Fig. 1: run 1, track usage over the die
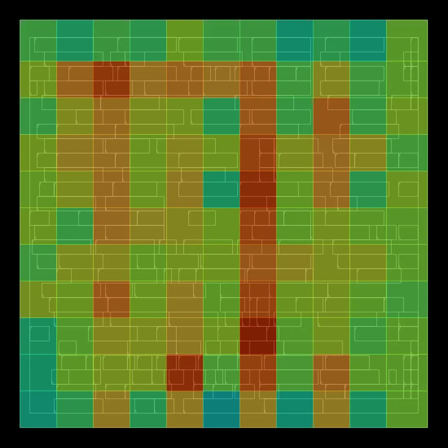
Fig. 2: run 1, M3 wires
Scale bar: 20 um.
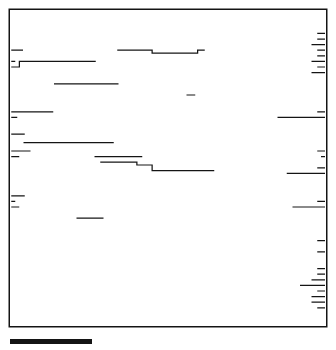
Fig. 3: run 1, signal wires on met2
Cells faint in the background.
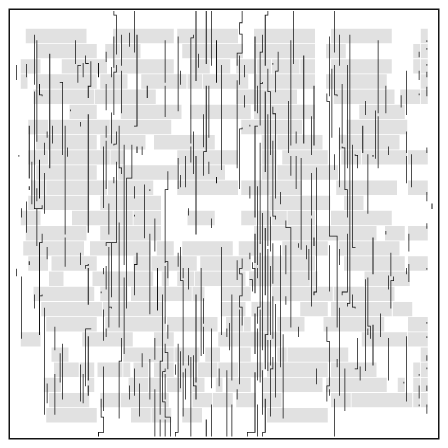
<file path="src/rtl/out_port_fifo.sv">
// Output-port controller: accepts CPU words over out_req/out_ack into a FIFO and
// drains them to a device over valid/ready. Optional OUT_PORT_STATS_EN enables sent_cnt.
module out_port_fifo #(
  parameter int WIDTH = 16,
  parameter int DEPTH = 4,
  localparam int CW = $clog2(DEPTH) + 1
) (
  input  logic             clk,
  input  logic             rst_b,
  input  logic             out_req,
  input  logic [WIDTH-1:0] out_data,
  output logic             out_ack,
  output logic             dev_valid,
  output logic [WIDTH-1:0] dev_data,
  input  logic             dev_ready,
  output logic [CW-1:0]    count,
  output logic             full,
  output logic             empty,
  output logic [15:0]      sent_cnt,
  output logic [1:0]       dbg_state
);

  localparam int PW = $clog2(DEPTH);

  typedef enum logic [1:0] {
    S_IDLE = 2'd0,
    S_ACK  = 2'd1,
    S_WAIT = 2'd2
  } state_t;

  state_t            state, state_nxt;
  logic              wr_en;
  logic              rd_en;
  logic [PW-1:0]     wr_ptr, rd_ptr;
  logic [WIDTH-1:0]  mem [DEPTH];

  // Handshakes: a CPU word is taken at the edge where state is S_IDLE, out_req=1 and
  // full=0; out_ack is high for the following cycle only. A device word moves at any
  // edge where dev_valid & dev_ready. Both sides may move at the same edge.
  always_ff @(posedge clk or negedge rst_b) begin
    if (!rst_b) state <= S_IDLE;
    else        state <= state_nxt;
  end

  always_comb begin
    state_nxt = state;
    wr_en     = 1'b0;
    case (state)
      S_IDLE: begin
        if (out_req && !full) begin
          wr_en     = 1'b1;
          state_nxt = S_ACK;
        end
      end
      S_ACK:   state_nxt = S_WAIT;
      S_WAIT:  if (!out_req) state_nxt = S_IDLE;
      default: state_nxt = S_IDLE;
    endcase
  end

  assign out_ack   = (state == S_ACK);
  assign dbg_state = state;

  assign empty     = (count == '0);
  assign full      = (count == CW'(DEPTH));
  assign dev_valid = ~empty;
  assign dev_data  = mem[rd_ptr];
  assign rd_en     = dev_valid & dev_ready;

  always_ff @(posedge clk or negedge rst_b) begin
    if (!rst_b) begin
      wr_ptr <= '0;
      rd_ptr <= '0;
      count  <= '0;
    end else begin
      if (wr_en) wr_ptr <= wr_ptr + PW'(1);
      if (rd_en) rd_ptr <= rd_ptr + PW'(1);
      count <= count + CW'(wr_en) - CW'(rd_en);
    end
  end

  // Storage carries no reset; only the pointers and count define what is valid.
  always_ff @(posedge clk) begin
    if (wr_en) mem[wr_ptr] <= out_data;
  end

`ifdef OUT_PORT_STATS_EN
  always_ff @(posedge clk or negedge rst_b) begin
    if (!rst_b)     sent_cnt <= 16'h0000;
    else if (rd_en) sent_cnt <= sent_cnt + 16'h0001;
  end
`else
  assign sent_cnt = 16'h0000;
`endif

endmodule

</file>
<file path="config.mk">
export PLATFORM = sky130hd
export DESIGN_NAME = out_port_fifo
export DESIGN_NICKNAME = d
export VERILOG_FILES = /design/src/rtl/out_port_fifo.sv
export SDC_FILE = /design/constraint.sdc
export NUM_CORES = 1
export LEC_CHECK = 0
export CAP_MARGIN = 20
export CORE_MARGIN = 1.5
export CORE_UTILIZATION = 54
export CTS_CLUSTER_DIAMETER = 150
export DETAILED_ROUTE_END_ITERATION = 7
export MAX_ROUTING_LAYER = met4
export PLACE_DENSITY_LB_ADDON = 0.05
export SLEW_MARGIN = 0
export SYNTH_ARGS = -nofsm -noshare
export SYNTH_HDL_FRONTEND = slang
export SYNTH_SLANG_ARGS = --single-unit
</file>
<file path="constraint.sdc">
create_clock -name clk -period 3.55 [get_ports clk]
set_clock_uncertainty 0.05 [all_clocks]
set_input_delay 0.8875 -clock clk [delete_from_list [all_inputs] [get_ports clk]]
set_output_delay 0.8875 -clock clk [all_outputs]
set_load 0.05 [all_outputs]
</file>
==> flow_summary_export.csv, run 1 <==
group,metric,value,unit
detailed_routing,highest_layer,"met4",
layout,drive_gt1_share,24.1,%
worst_setup_path,r2r_setup_slack,1280,ps
floorplan,die_w,76.7,um
placement,place_area,0.00341,mm2
layout,largestRegisters,"mem (64), count (3)",
synthesis,ys_area,0.00294,mm2
timing,holdWs,533,ps
synthesis,top_cells_by_area,"edfxtp_1 (65%), mux4_2 (12%), dfrtp_1 (7.7%), buf_4 (4.6%), ha_1 (2.6%)",
worst_setup_path,r2r-end,"count[2]",
synthesis,synth-xor-area-share,1.49,%
synthesis,syn_inst,142,
clock_tree,holdBufCountCts,0,
worst_setup_path,worstPathArrival,2260,ps
run,maxCapViolCount,0,
synthesis,synthArstFlopShare,12.3,%
placement,port-buffer-count,44,
global_route,grt_max_degree,13,
synthesis,top_logic_kind,"multiplexers",
timing,finalCritPeriodShare,90.1,%
power_and_ir_drop,internal_power,2150,uW
floorplan,floorplan.core_area,0.00517,mm2
layout,largest_reg_flops,64,
synthesis,ys_sh_mux,12.8,%
floorplan,std_cell_rows,26,
run,log.warning_count,29,
layout,clkbuf_count,9,
global_route,grt_overflow_total,0,
synthesis,yosysWarnings,0,
synthesis,synth_area,0.00294,mm2
layout,layout.cells.most_common,"edfxtp_1",
timing,setup-violations-final,0,
layout,comb_area_share,18.5,%
worst_setup_path,required,2610,ps
layout,area_growth,23.9,%
layout,stdcell_count,273,
synthesis,edf_count,64,
worst_setup_path,cpMaxStageDelayCell,"clkdlybuf4s50_1",
clock_tree,path_clk_slew,70,ps
placement,gp_routability_congestion,0.713,
clock_tree,post_cts_resized,0,
timing,min_period,3200,ps
layout,seq_share,59.0,%
detailed_routing,post_drt_via_cell_ratio,5.07,
power_and_ir_drop,clock_power,740,uW
timing,tightest_slew,506,ps
min_path,hold-path-endpoint,"wr_ptr[1]",
power_and_ir_drop,vdd_ir_drop_max,0.580,mV
worst_setup_path,cp_max_fo,8,
floorplan,floorplan.core_util,56.8,%
timing,setup-tns-final,0,ps
layout,layout.nets,226,
synthesis,synth_top_cell_by_area,"edfxtp_1",
worst_setup_path,setup.worst_path.end,"dev_data[1]",
floorplan,die_h,76.7,um
power_and_ir_drop,powerDensity,961,mW/mm2
detailed_routing,drtIter0Drc,75,
clock_tree,htree_levels,3,
worst_setup_path,cp_num_cells,2,
timing,relSlewSlack,66.2,%
layout,n_all_inverters,7,
layout,regArea,0.00215,mm2
layout,buffers_excl_clock,51,
synthesis,fa_ha_area_share,3.24,%
layout,final_cell_area,0.00364,mm2
layout,clock_area_share,6.36,%
clock_tree,clk_latency,330,ps
power_and_ir_drop,switching_share,38.5,%
global_route,grt_pass1_wl,7240,um
power_and_ir_drop,combPwrFrac,43.4,%
clock_tree,post_cts_buffers,0,
detailed_routing,met3_length,233,um
worst_setup_path,end_kind,"output pin",
layout,logic_gates,57,
layout,diodes,0,
floorplan,boundaryPins,61,
synthesis,yosys_cells,142,
detailed_routing,postRouteAntennaNets,0,
synthesis,top_cell,"edfxtp_1",
synthesis,syn_area_per_cell,20.7,um2
layout,final-comb-area,674,um2
synthesis,synth_seq_share,73.1,%
layout,nonClkBufAreaFrac,12.9,%
outcome,outcome,"complete, no violations",
power_and_ir_drop,maxPowerGroup,"combinational cells",
global_route,antenna_found_initial,0,
clock_tree,cts_tree,"yes",
worst_setup_path,crit_type,"reg2out",
global_route,top_usage_layer,"met2",
worst_setup_path,crit_family,"buffers and inverters",
detailed_routing,wirelength_met1,1880,um
layout,final_cell_mix,"edfxtp_1 (64), clkdlybuf4s50_1 (35), mux4_2 (16), conb_1 (16), buf_4 (16)",
min_path,holdCritStartpoint,"wr_ptr[1]",
layout,largest_cell_class,"flip-flops and latches",
worst_setup_path,r2r_start,"count[2]",
clock_tree,cts_root_buffer,"clkbuf_8",
clock_tree,clockBufferDepth,2,
power_and_ir_drop,p_leak,0.00132,uW
global_route,grt_pass1_vias,1428,
worst_setup_path,crit_chain,"mux4_2, clkdlybuf4s50_1",
floorplan,chip_area,0.00589,mm2
worst_setup_path,start_kind,"flip-flop",
min_path,hold_path_class,"reg2reg",
layout,regMostFlops,"mem",
worst_setup_path,startpoint,"rd_ptr[0]",
layout,seq_cell_count,73,
synthesis,ys_sh_aoi,0.298,%
timing,final_hold_viol_count,0,
clock_tree,numCtsBuffers,9,
power_and_ir_drop,pg_seq,1240,uW
worst_setup_path,r2r_cells,10,
synthesis,ys_ff,73,
power_and_ir_drop,total_power,3500,uW
clock_tree,cts.sinks,73,
timing,fmax,0.313,GHz
layout,nFillCells,326,
placement,placedCellCount,258,
worst_setup_path,slowest_delay,710,ps
detailed_routing,post-route-drc-count,0,
placement,dpl.hpwl,3160,um
power_and_ir_drop,switching_power,1340,uW
floorplan,nWellTaps,70,
detailed_routing,route.met2.wl,2370,um
synthesis,top_cell_area_share,65.4,%
min_path,hold_depth,1,
timing,rsz0062_at_grt,"no",
power_and_ir_drop,seqPwrFrac,35.4,%
synthesis,synth_cell_type_count,21,
detailed_routing,drtPass1Iterations,4,
power_and_ir_drop,powerComb,1520,uW
placement,pre_cts_ws,567,ps
synthesis,ys.flop_type,"edfxtp_1",
About Fig. 1:
WL per Instance: 16.6 um
aggregate global-route resource usage: 17.9%
final core utilization: 70.3%
GR Util met1: 21.8%

About Fig. 2:
main direction: horizontal
longest straight run: 21.6 um
final WL: 4540 um
met3 Usage GRT: 5.95%
DR vias: 1385

About Fig. 3:
share of all routed wire: 52%
wire length on this layer: 2370 um
longest straight run: 48.1 um
nets with wire on the layer: 206
main direction: vertical
grt met2 use: 26.9%

==> inputs of run 2 (changes only) <==
--- a/config.mk
+++ b/config.mk
@@ -10,6 +10,7 @@
 export CORE_UTILIZATION = 54
 export CTS_CLUSTER_DIAMETER = 150
 export DETAILED_ROUTE_END_ITERATION = 7
+export GPL_ROUTABILITY_DRIVEN = 1
 export MAX_ROUTING_LAYER = met4
 export PLACE_DENSITY_LB_ADDON = 0.05
 export SLEW_MARGIN = 0
==> constraint.sdc (replaced) <==
create_clock -name clk -period 3.7 [get_ports clk]
set_clock_uncertainty 0.05 [all_clocks]
set_input_delay 0.925 -clock clk [delete_from_list [all_inputs] [get_ports clk]]
set_output_delay 0.925 -clock clk [all_outputs]
set_load 0.05 [all_outputs]
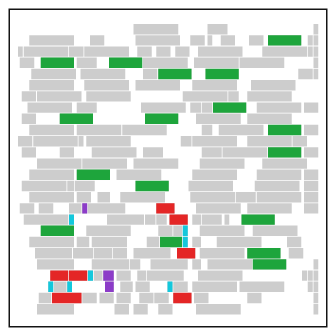
Fig. 4. Gate-type map (run 2).
[red] adder and majority cells | cells: 7 | most used: ha_1 | where: south
[cyan] inverters | cells: 7 | most used: inv_1
[purple] NAND gates | cells: 3
[green] multiplexers | cells: 17 | most used: mux4_2
Commonest Layout Cell: edfxtp_1
Comb area share: 18.5%
post-route insts no fill: 275

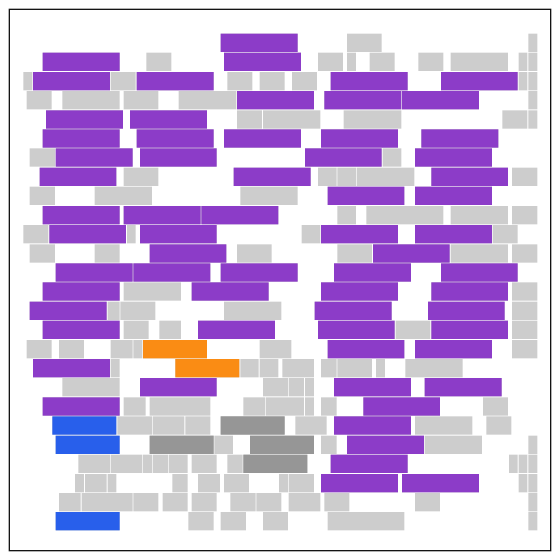
Fig. 5. Where the registers sit (run 2).
Other sequential cells in the stronger gray, the rest of the logic in the fainter gray.
[blue] count | placed flops: 3
[orange] rd_ptr | placed flops: 2
[purple] mem | placed flops: 64

==> run 2 against run 1 <==
  * Synthesized cell count did not move
  * Sequential power is 6% lower
  * Core utilization rose by 0.15 points
  * Non-clock buffer count is 1 higher
  * Clock power shrank 14%
  * Clock-buffer cell count stayed put
  * Global-route usage down 0.64 points
  * Via count is 0.65% higher
  * Power decreased by 5.1%
  * Sequential share of layout area decreased by 0.12 points
  * Final cell count up 0.73%
  * Largest power group unchanged
  * Highest routed layer unchanged
==> flow_summary_export.csv, run 2 <==
group,metric,value,unit
synthesis,top_cell,"edfxtp_1",
worst_setup_path,slowest_delay,710,ps
layout,regArea,0.00215,mm2
clock_tree,path_clk_slew,70,ps
power_and_ir_drop,maxPowerGroup,"combinational cells",
timing,finalCritPeriodShare,88.2,%
synthesis,ys_sh_aoi,0.298,%
clock_tree,htree_levels,3,
layout,clkbuf_count,9,
worst_setup_path,start_kind,"flip-flop",
power_and_ir_drop,powerDensity,910,mW/mm2
power_and_ir_drop,clock_power,637,uW
global_route,grt_use_met2,28.8,%
clock_tree,clk_latency,330,ps
floorplan,boundaryPins,61,
layout,final_cell_area,0.00364,mm2
detailed_routing,drtIter0Drc,66,
placement,placedCellCount,259,
synthesis,synth-xor-area-share,1.49,%
min_path,hold_path_class,"reg2reg",
global_route,grt_pass1_vias,1426,
layout,regMostFlops,"mem",
timing,setup-tns-final,0,ps
outcome,outcome,"complete, no violations",
power_and_ir_drop,total_power,3320,uW
synthesis,synth_seq_share,73.1,%
synthesis,ys_sh_mux,12.8,%
clock_tree,holdBufCountCts,0,
power_and_ir_drop,internal_power,2030,uW
detailed_routing,highest_layer,"met4",
detailed_routing,wirelength,4550,um
layout,post-route-util,70.5,%
power_and_ir_drop,seqPwrFrac,35.4,%
placement,pre_cts_ws,613,ps
floorplan,die_w,76.7,um
floorplan,floorplan.core_util,56.8,%
timing,rsz0062_at_grt,"no",
power_and_ir_drop,vdd_ir_drop_max,0.561,mV
synthesis,syn_inst,142,
detailed_routing,drtPass1Iterations,6,
global_route,grt_overflow_total,0,
synthesis,ys_ff,73,
layout,logic_gates,57,
floorplan,floorplan.core_area,0.00517,mm2
layout,nFillCells,328,
layout,seq_share,58.9,%
worst_setup_path,r2r-end,"count[2]",
layout,diodes,0,
timing,tightest_slew,512,ps
worst_setup_path,cpMaxStageDelayCell,"clkdlybuf4s50_1",
worst_setup_path,end_kind,"output pin",
layout,final-comb-area,674,um2
layout,area_growth,24.1,%
clock_tree,post_cts_resized,0,
worst_setup_path,cp_num_cells,3,
global_route,grtUsageMet1,19.7,%
min_path,hold-path-endpoint,"wr_ptr[1]",
timing,relSlewSlack,65.8,%
global_route,grt_max_degree,13,
placement,dpl.hpwl,3140,um
layout,nonClkBufAreaFrac,13.7,%
synthesis,top_logic_kind,"multiplexers",
clock_tree,numCtsBuffers,9,
timing,final_hold_viol_count,0,
clock_tree,cts_tree,"yes",
worst_setup_path,crit_type,"reg2out",
synthesis,synth_area,0.00294,mm2
synthesis,ys.flop_type,"edfxtp_1",
synthesis,fa_ha_area_share,3.24,%
synthesis,top_cell_area_share,65.4,%
synthesis,ys_area,0.00294,mm2
placement,gp_routability_congestion,0.716,
worst_setup_path,setup.worst_path.end,"dev_data[1]",
power_and_ir_drop,powerComb,1500,uW
worst_setup_path,r2r_setup_slack,1400,ps
layout,largest_reg_flops,64,
global_route,top_usage_layer,"met2",
clock_tree,cts_root_buffer,"clkbuf_8",
floorplan,die_h,76.7,um
detailed_routing,post-route-drc-count,0,
clock_tree,post_cts_buffers,0,
placement,port-buffer-count,44,
worst_setup_path,crit_family,"buffers and inverters",
layout,final_cell_mix,"edfxtp_1 (64), clkdlybuf4s50_1 (44), mux4_2 (16), conb_1 (16)",
placement,place_area,0.00344,mm2
synthesis,yosysWarnings,0,
detailed_routing,postRouteAntennaNets,0,
power_and_ir_drop,switching_share,38.9,%
worst_setup_path,r2r_cells,10,
layout,buffers_excl_clock,52,
layout,seq_cell_count,73,
synthesis,top_cells_by_area,"edfxtp_1 (65%), mux4_2 (12%), dfrtp_1 (7.7%), buf_4 (4.6%), ha_1 (2.6%)",
timing,min_period,3260,ps
detailed_routing,route.met2.wl,2410,um
min_path,holdCritStartpoint,"wr_ptr[1]",
worst_setup_path,worstPathArrival,2290,ps
synthesis,synth_top_cell_by_area,"edfxtp_1",
layout,n_all_inverters,7,
synthesis,synth_cell_type_count,21,
worst_setup_path,crit_chain,"buf_4, mux4_2, clkdlybuf4s50_1",
power_and_ir_drop,pg_seq,1170,uW
worst_setup_path,r2r_start,"count[2]",
floorplan,nWellTaps,70,
clock_tree,clockBufferDepth,2,
detailed_routing,wl_per_cell,16.6,um
floorplan,std_cell_rows,26,
timing,fmax,0.306,GHz
worst_setup_path,required,2720,ps
synthesis,yosys_cells,142,
run,maxCapViolCount,0,
clock_tree,cts.sinks,73,
layout,drive_gt1_share,19.5,%
synthesis,syn_area_per_cell,20.7,um2
synthesis,synthArstFlopShare,12.3,%
layout,layout.nets,227,
min_path,hold_depth,1,
global_route,met3_usage,3.21,%
layout,largestRegisters,"mem (64), count (3)",
timing,setup-violations-final,0,
floorplan,chip_area,0.00589,mm2
synthesis,edf_count,64,
detailed_routing,wirelength_met1,1890,um
detailed_routing,vias,1394,
run,log.warning_count,29,
global_route,grtUsageTotal,17.2,%
timing,holdWs,536,ps
power_and_ir_drop,p_leak,0.00131,uW
detailed_routing,met3_length,163,um
global_route,antenna_found_initial,0,
power_and_ir_drop,combPwrFrac,45.4,%
==> inputs of run 3 (changes only) <==
--- a/config.mk
+++ b/config.mk
@@ -5,6 +5,7 @@
 export SDC_FILE = /design/constraint.sdc
 export NUM_CORES = 1
 export LEC_CHECK = 0
+export ABC_AREA = 0
 export CAP_MARGIN = 20
 export CORE_MARGIN = 1.5
 export CORE_UTILIZATION = 54
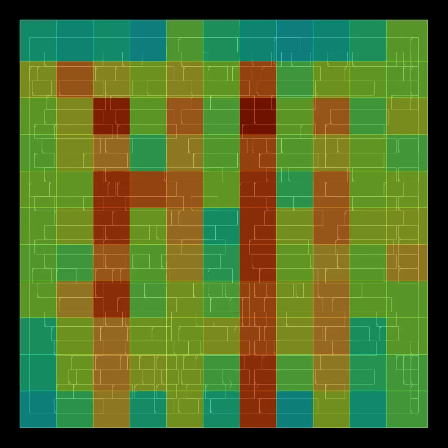
Fig. 6. Track usage over the die (run 3).
met3 Usage GRT: 3.21%
GRT busiest layer: met2
grt met2 use: 28.8%
final core utilization: 70.5%

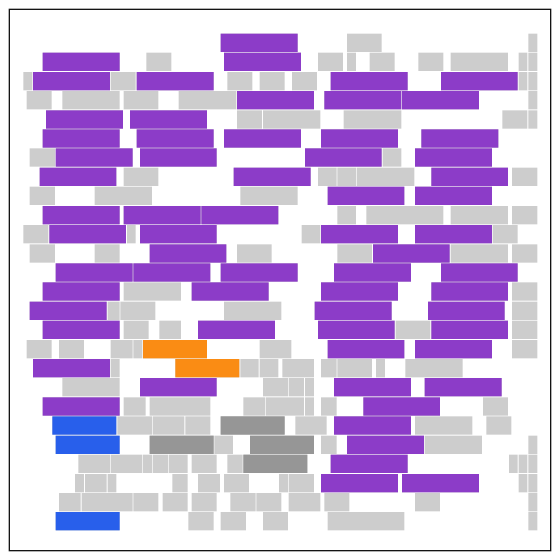
Fig. 7. Where the registers sit (run 3).
Other sequential cells in the stronger gray, the rest of the logic in the fainter gray.
[orange] rd_ptr | placed flops: 2
[blue] count | placed flops: 3
[purple] mem | placed flops: 64
not colored: 4

==> run 3 against run 2 <==
  * Register-to-register slack barely moved
  * Setup slack did not move
  * Critical endpoint unchanged
  * Die size did not move
  * Flip-flop count did not move
  * Sequential power barely moved
==> flow_summary_export.csv, run 3 <==
group,metric,value,unit
floorplan,boundaryPins,61,
outcome,outcome,"complete, no violations",
placement,dpl.hpwl,3140,um
detailed_routing,route.met2.wl,2410,um
global_route,antenna_found_initial,0,
worst_setup_path,crit_type,"reg2out",
worst_setup_path,r2r_start,"count[2]",
worst_setup_path,r2r-end,"count[2]",
synthesis,fa_ha_area_share,3.24,%
layout,regArea,0.00215,mm2
worst_setup_path,crit_chain,"buf_4, mux4_2, clkdlybuf4s50_1",
power_and_ir_drop,pg_seq,1170,uW
floorplan,die_w,76.7,um
global_route,grt_overflow_total,0,
global_route,grt_pass1_wl,7030,um
min_path,holdCritStartpoint,"wr_ptr[1]",
run,log.warning_count,29,
layout,layout.cells.most_common,"edfxtp_1",
worst_setup_path,crit_family,"buffers and inverters",
worst_setup_path,r2r_cells,10,
worst_setup_path,slowest_delay,710,ps
min_path,hold-path-endpoint,"wr_ptr[1]",
layout,regMostFlops,"mem",
timing,final_hold_viol_count,0,
detailed_routing,wl_per_cell,16.6,um
run,maxCapViolCount,0,
detailed_routing,drtPass1Iterations,6,
worst_setup_path,worstPathArrival,2290,ps
clock_tree,clockBufferDepth,2,
placement,port-buffer-count,44,
synthesis,ys_area,0.00294,mm2
layout,final-comb-area,674,um2
layout,final_cell_mix,"edfxtp_1 (64), clkdlybuf4s50_1 (44), mux4_2 (16), conb_1 (16)",
synthesis,ys_ff,73,
layout,nonClkBufAreaFrac,13.7,%
synthesis,synth_top_cell_by_area,"edfxtp_1",
global_route,grtUsageTotal,17.2,%
timing,rsz0062_at_grt,"no",
clock_tree,holdBufCountCts,0,
power_and_ir_drop,total_power,3320,uW
synthesis,ys.flop_type,"edfxtp_1",
floorplan,nWellTaps,70,
layout,seq_share,58.9,%
placement,place_area,0.00344,mm2
detailed_routing,postRouteAntennaNets,0,
synthesis,edf_count,64,
worst_setup_path,start_kind,"flip-flop",
synthesis,syn_inst,142,
layout,clkbuf_count,9,
worst_setup_path,cpMaxStageDelayCell,"clkdlybuf4s50_1",
min_path,hold_path_class,"reg2reg",
detailed_routing,drtIter0Drc,66,
floorplan,std_cell_rows,26,
power_and_ir_drop,combPwrFrac,45.4,%
synthesis,top_cell,"edfxtp_1",
synthesis,syn_area_per_cell,20.7,um2
worst_setup_path,cp_num_cells,3,
power_and_ir_drop,vdd_ir_drop_max,0.561,mV
detailed_routing,post-route-drc-count,0,
clock_tree,clk_latency,330,ps
layout,drive_gt1_share,19.5,%
floorplan,floorplan.core_util,56.8,%
No activity file was given, so power comes from the tool's default toggle rates.
